===== src/rtl/fpu_cmd_queue.sv =====
`default_nettype none
// ============================================================================
//  Module   : fpu_cmd_queue
//  Purpose  : Command FIFO and single-issue controller placed directly in
//             front of the floating-point unit. Commands {a, b, op} are
//             buffered in a circular buffer and issued one at a time over the
//             FPU input handshake. A new command is issued only after the
//             previous FPU result has been consumed.
//  Revision : 1.0 - initial release
// ----------------------------------------------------------------------------
//  Ports
//    clock, reset          : clock; asynchronous active-high reset
//    cmd_rdy / cmd_ack     : producer handshake (cmd_ack = !full && !flush)
//    cmd_a, cmd_b, cmd_op  : command operands and opcode (0 add,1 sub,2 mul,3 div)
//    flush                 : synchronous discard of all un-issued commands
//    fpu_input_rdy/_ack    : issue handshake toward the FPU
//    fpu_data_a/_b, fpu_operation : head-of-queue command
//    fpu_output_rdy/_ack   : monitored FPU result handshake
//    count, full, empty    : occupancy status
//    err_illegal_op        : sticky reserved-opcode flag
//  Build option
//    FPU_CMDQ_OPCHECK_EN   : when defined, reserved opcodes (> 3) are
//                            acknowledged but dropped, and err_illegal_op is
//                            set until reset. Otherwise every opcode is
//                            forwarded and err_illegal_op is tied low.
// ============================================================================
module fpu_cmd_queue #(
    parameter int bitness = 32,
    parameter int depth   = 4
) (
    input  logic                       clock,
    input  logic                       reset,
    input  logic                       cmd_rdy,
    output logic                       cmd_ack,
    input  logic [bitness-1:0]         cmd_a,
    input  logic [bitness-1:0]         cmd_b,
    input  logic [3:0]                 cmd_op,
    input  logic                       flush,
    output logic                       fpu_input_rdy,
    input  logic                       fpu_input_ack,
    output logic [bitness-1:0]         fpu_data_a,
    output logic [bitness-1:0]         fpu_data_b,
    output logic [3:0]                 fpu_operation,
    input  logic                       fpu_output_rdy,
    input  logic                       fpu_output_ack,
    output logic [$clog2(depth):0]     count,
    output logic                       full,
    output logic                       empty,
    output logic                       err_illegal_op
);

    localparam int c_PTR_W = $clog2(depth);
    localparam int c_CNT_W = c_PTR_W + 1;
    localparam int c_ENT_W = 2 * bitness + 4;
    localparam logic [c_CNT_W-1:0] c_DEPTH = c_CNT_W'(depth);

    localparam logic [1:0] c_ST_IDLE   = 2'd0;
    localparam logic [1:0] c_ST_ISSUE  = 2'd1;
    localparam logic [1:0] c_ST_WAIT   = 2'd2;

    logic [c_ENT_W-1:0] r_mem [depth];
    logic [c_PTR_W-1:0] r_wr_ptr;
    logic [c_PTR_W-1:0] r_rd_ptr;
    logic [c_CNT_W-1:0] r_count;
    logic [1:0]         r_state;
    logic [1:0]         w_state_nxt;

    logic               w_cmd_ack;
    logic               w_push;
    logic               w_store;
    logic               w_pop;
    logic               w_full;
    logic               w_empty;
    logic               w_issue;
    logic [c_ENT_W-1:0] w_head;

    // ------------------------------------------------------------------
    // Handshake decode
    // ------------------------------------------------------------------
    assign w_full    = (r_count == c_DEPTH);
    assign w_empty   = (r_count == '0);
    assign w_cmd_ack = !w_full && !flush;
    assign w_push    = cmd_rdy && w_cmd_ack;
    assign w_pop     = w_issue && fpu_input_ack;

`ifdef FPU_CMDQ_OPCHECK_EN
    logic w_op_ok;
    logic r_err;

    // Reserved opcodes are still acknowledged so the producer never stalls
    // on them; they are simply not written into the buffer.
    assign w_op_ok = (cmd_op <= 4'd3);
    assign w_store = w_push && w_op_ok;

    always_ff @(posedge clock or posedge reset) begin
        if (reset) begin
            r_err <= 1'b0;
        end else if (w_push && !w_op_ok) begin
            r_err <= 1'b1;
        end
    end

    assign err_illegal_op = r_err;
`else
    assign w_store        = w_push;
    assign err_illegal_op = 1'b0;
`endif

    // ------------------------------------------------------------------
    // Storage: contents need no reset, only the pointers qualify them.
    // ------------------------------------------------------------------
    always_ff @(posedge clock) begin
        if (w_store) begin
            r_mem[r_wr_ptr] <= {cmd_a, cmd_b, cmd_op};
        end
    end

    // Pointers wrap naturally because depth is a power of two.
    always_ff @(posedge clock or posedge reset) begin
        if (reset) begin
            r_wr_ptr <= '0;
            r_rd_ptr <= '0;
            r_count  <= '0;
        end else if (flush) begin
            // Flush wins over a same-cycle pop: the popped command is already
            // in the FPU, the rest of the queue is discarded.
            r_wr_ptr <= '0;
            r_rd_ptr <= '0;
            r_count  <= '0;
        end else begin
            if (w_store) begin
                r_wr_ptr <= r_wr_ptr + c_PTR_W'(1);
            end
            if (w_pop) begin
                r_rd_ptr <= r_rd_ptr + c_PTR_W'(1);
            end
            case ({w_store, w_pop})
                2'b10:   r_count <= r_count + c_CNT_W'(1);
                2'b01:   r_count <= r_count - c_CNT_W'(1);
                default: r_count <= r_count;
            endcase
        end
    end

    // ------------------------------------------------------------------
    // Issue FSM: state register
    // ------------------------------------------------------------------
    always_ff @(posedge clock or posedge reset) begin
        if (reset) begin
            r_state <= c_ST_IDLE;
        end else begin
            r_state <= w_state_nxt;
        end
    end

    // Issue FSM: next-state logic
    always_comb begin
        w_state_nxt = r_state;
        case (r_state)
            c_ST_IDLE: begin
                if (!w_empty && !flush) begin
                    w_state_nxt = c_ST_ISSUE;
                end
            end
            c_ST_ISSUE: begin
                // An ack in the flush cycle still hands the command over,
                // so the result must be waited for.
                if (fpu_input_ack) begin
                    w_state_nxt = c_ST_WAIT;
                end else if (flush) begin
                    w_state_nxt = c_ST_IDLE;
                end
            end
            c_ST_WAIT: begin
                if (fpu_output_rdy && fpu_output_ack) begin
                    w_state_nxt = c_ST_IDLE;
                end
            end
            default: w_state_nxt = c_ST_IDLE;
        endcase
    end

    // Issue FSM: output logic
    always_comb begin
        w_issue = 1'b0;
        if (r_state == c_ST_ISSUE) begin
            w_issue = 1'b1;
        end
    end

    // ------------------------------------------------------------------
    // Outputs
    // ------------------------------------------------------------------
    assign w_head        = r_mem[r_rd_ptr];
    assign fpu_data_a    = w_head[c_ENT_W-1 -: bitness];
    assign fpu_data_b    = w_head[4 +: bitness];
    assign fpu_operation = w_head[3:0];
    assign fpu_input_rdy = w_issue;
    assign cmd_ack       = w_cmd_ack;
    assign count         = r_count;
    assign full          = w_full;
    assign empty         = w_empty;

endmodule

`default_nettype wire

===== config.mk =====
export PLATFORM = sky130hd
export DESIGN_NAME = fpu_cmd_queue
export DESIGN_NICKNAME = d
export VERILOG_FILES = /design/src/rtl/fpu_cmd_queue.sv
export SDC_FILE = /design/constraint.sdc
export NUM_CORES = 1
export LEC_CHECK = 0
export ABC_AREA = 1
export CORE_UTILIZATION = 25
export DETAILED_ROUTE_END_ITERATION = 10
export GPL_ROUTABILITY_DRIVEN = 0
export PLACE_DENSITY = 0.45
export SYNTH_ARGS = -nofsm -noshare
export SYNTH_HDL_FRONTEND = slang
export SYNTH_SLANG_ARGS = --single-unit

===== constraint.sdc =====
create_clock -name clock -period 4.45 [get_ports clock]
set_input_delay 0.89 -clock clock [delete_from_list [all_inputs] [get_ports clock]]
set_output_delay 0.89 -clock clock [all_outputs]
set_load 0.02 [all_outputs]

==> impl_metrics.tcl <==
# collected from the flow reports
set metrics [dict create \
    use_met3_pct 2.96 \
    dr.pass1.iters 4 \
    logic_gate_count 392 \
    post_cts_resized 0 \
    yosys-stat-cells 735 \
    flop_cell "edfxtp_1" \
    seqCellArea_sq_mm 0.00840 \
    biggestCellCategory "flip-flops and latches" \
    cts_max_path_buffers 3 \
    setup_viol 0 \
    clk_share_pct 7.14 \
    grt.busiest_layer "met2" \
    holdPathStages 2 \
    synth_dominant_cell_count "edfxtp_1" \
    comb_share_pct 14.2 \
    inverters 17 \
    fin_area_sq_mm 0.0138 \
    powerSeq_mw 3.03 \
    slowest_delay_ps 640 \
    wire_per_inst_um 17.4 \
    antenna_left 0 \
    p_comb_mw 0.835 \
    slew_viol_final 0 \
    crit_path_end "fpu_data_a[4]" \
    seq_share_pct 60.9 \
    status "finished, final reports clean" \
    drive_gt1_share_pct 8.00 \
    r2r_start "count[0]$_DFFE_PP0P_" \
    rsz0062_at_grt "false" \
    reg2reg_to "count[2]$_DFFE_PP0P_" \
    common_cells "edfxtp_1 (272), nor2_1 (144), o21ai_0 (74), o22ai_1 (68), o21ai_1 (64)" \
    p_int_mw 4.84 \
    fp_util_pct 25.4 \
    cts_tree "done" \
    top_area_cell "edfxtp_1" \
    finish.utilization_pct 32.8 \
    cts_buffers 31 \
    syn_area_sq_mm 0.0107 \
    warning_count 32 \
    drc 0 \
    diodes 0 \
    fin_nets 970 \
    rows 75 \
    hold_viol_final 0 \
    pwr-share-seq_pct 47.7 \
    power_mw 6.35 \
    start_kind "flop" \
    tightest_slew_ps 712 \
    grt.total_usage_pct 11.4 \
    lay_top_count "edfxtp_1" \
    r2r_slack_ps 2410 \
    fin_cells 1452 \
    yosysWarningCount 0 \
    antenna_found_initial 0 \
    top_cell_area_share_pct 76.6 \
    required_ps 3560 \
    worstSetupPathType "flop to primary output" \
    tap_cells 539 \
    max_freq_mhz 272 \
]
-- state kept, by name (all words and copies together) (netlist names) --
register,count
r_mem,272
count,3
r_rd_ptr,2
r_state,2
r_wr_ptr,2
-- cell families (layout without fill, tap and decap cells) --
kind of cell | Yosys count | in the layout | synth area share (%)
flip-flops | 281 | 281 | 78.7
AND-OR/OR-AND | 208 | 208 | 10.6
AND/OR/NAND/NOR | 177 | 177 | 6.76
buffers and inverters | 62 | 240 | 3.23
adder cells (fa/ha/maj) | 5 | 5 | 0.657
other | 1 | 1 | 0.0352
XOR/XNOR | 1 | 1 | 0.0821
-- routing by layer --
metal  routed length, um  share of wire (%)  vias to the layer above
li1                    -                  -                     3061
met1               12000                 48                     3132
met2               11300                 45                      127
met3                1410                5.6                       30
met4                 480                1.9                        0
met5                   0                  0                        -
### Clock wiring as the flow saved it

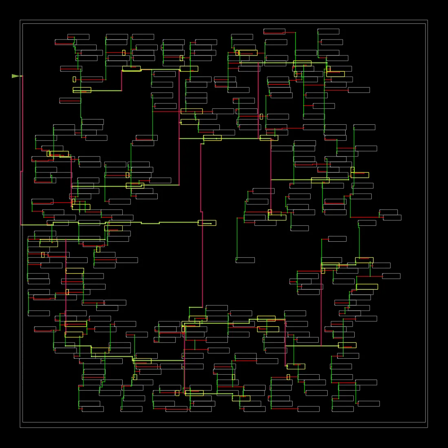
Clock Power: 2.48 mW
flip-flops: 281
final clock skew: 10.7 ps
clock sinks: 281
clk ins delay skew pair: 550 ps

### Ports around the boundary

Scale: 2 px per um. Pins as bars across the die edge, other pins in gray.
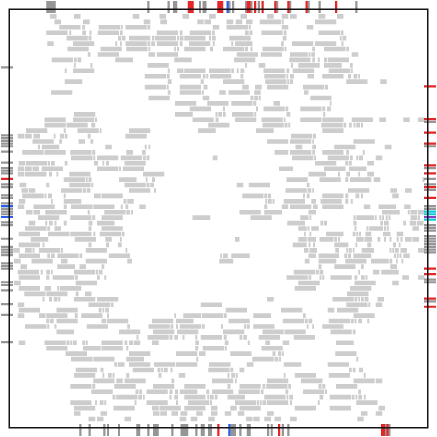
blue -> `cmd_op`  # pins 4, direction input, edge 2 left, 1 bottom, 1 top
cyan -> `count`  # pins 3, direction output, edge right
red -> `fpu_data_b`  # pins 32, direction output, edge 14 top, 12 right, 5 bottom, 1 left
purple -> `reset`  # pins 1, direction input, edge right
all pins by edge = 39 bottom, 38 left, 37 top, 37 right
Die H: 209 um
die width: 209 um
Port Buf Inserts: 149

Power is estimated from default activity; no workload was simulated.
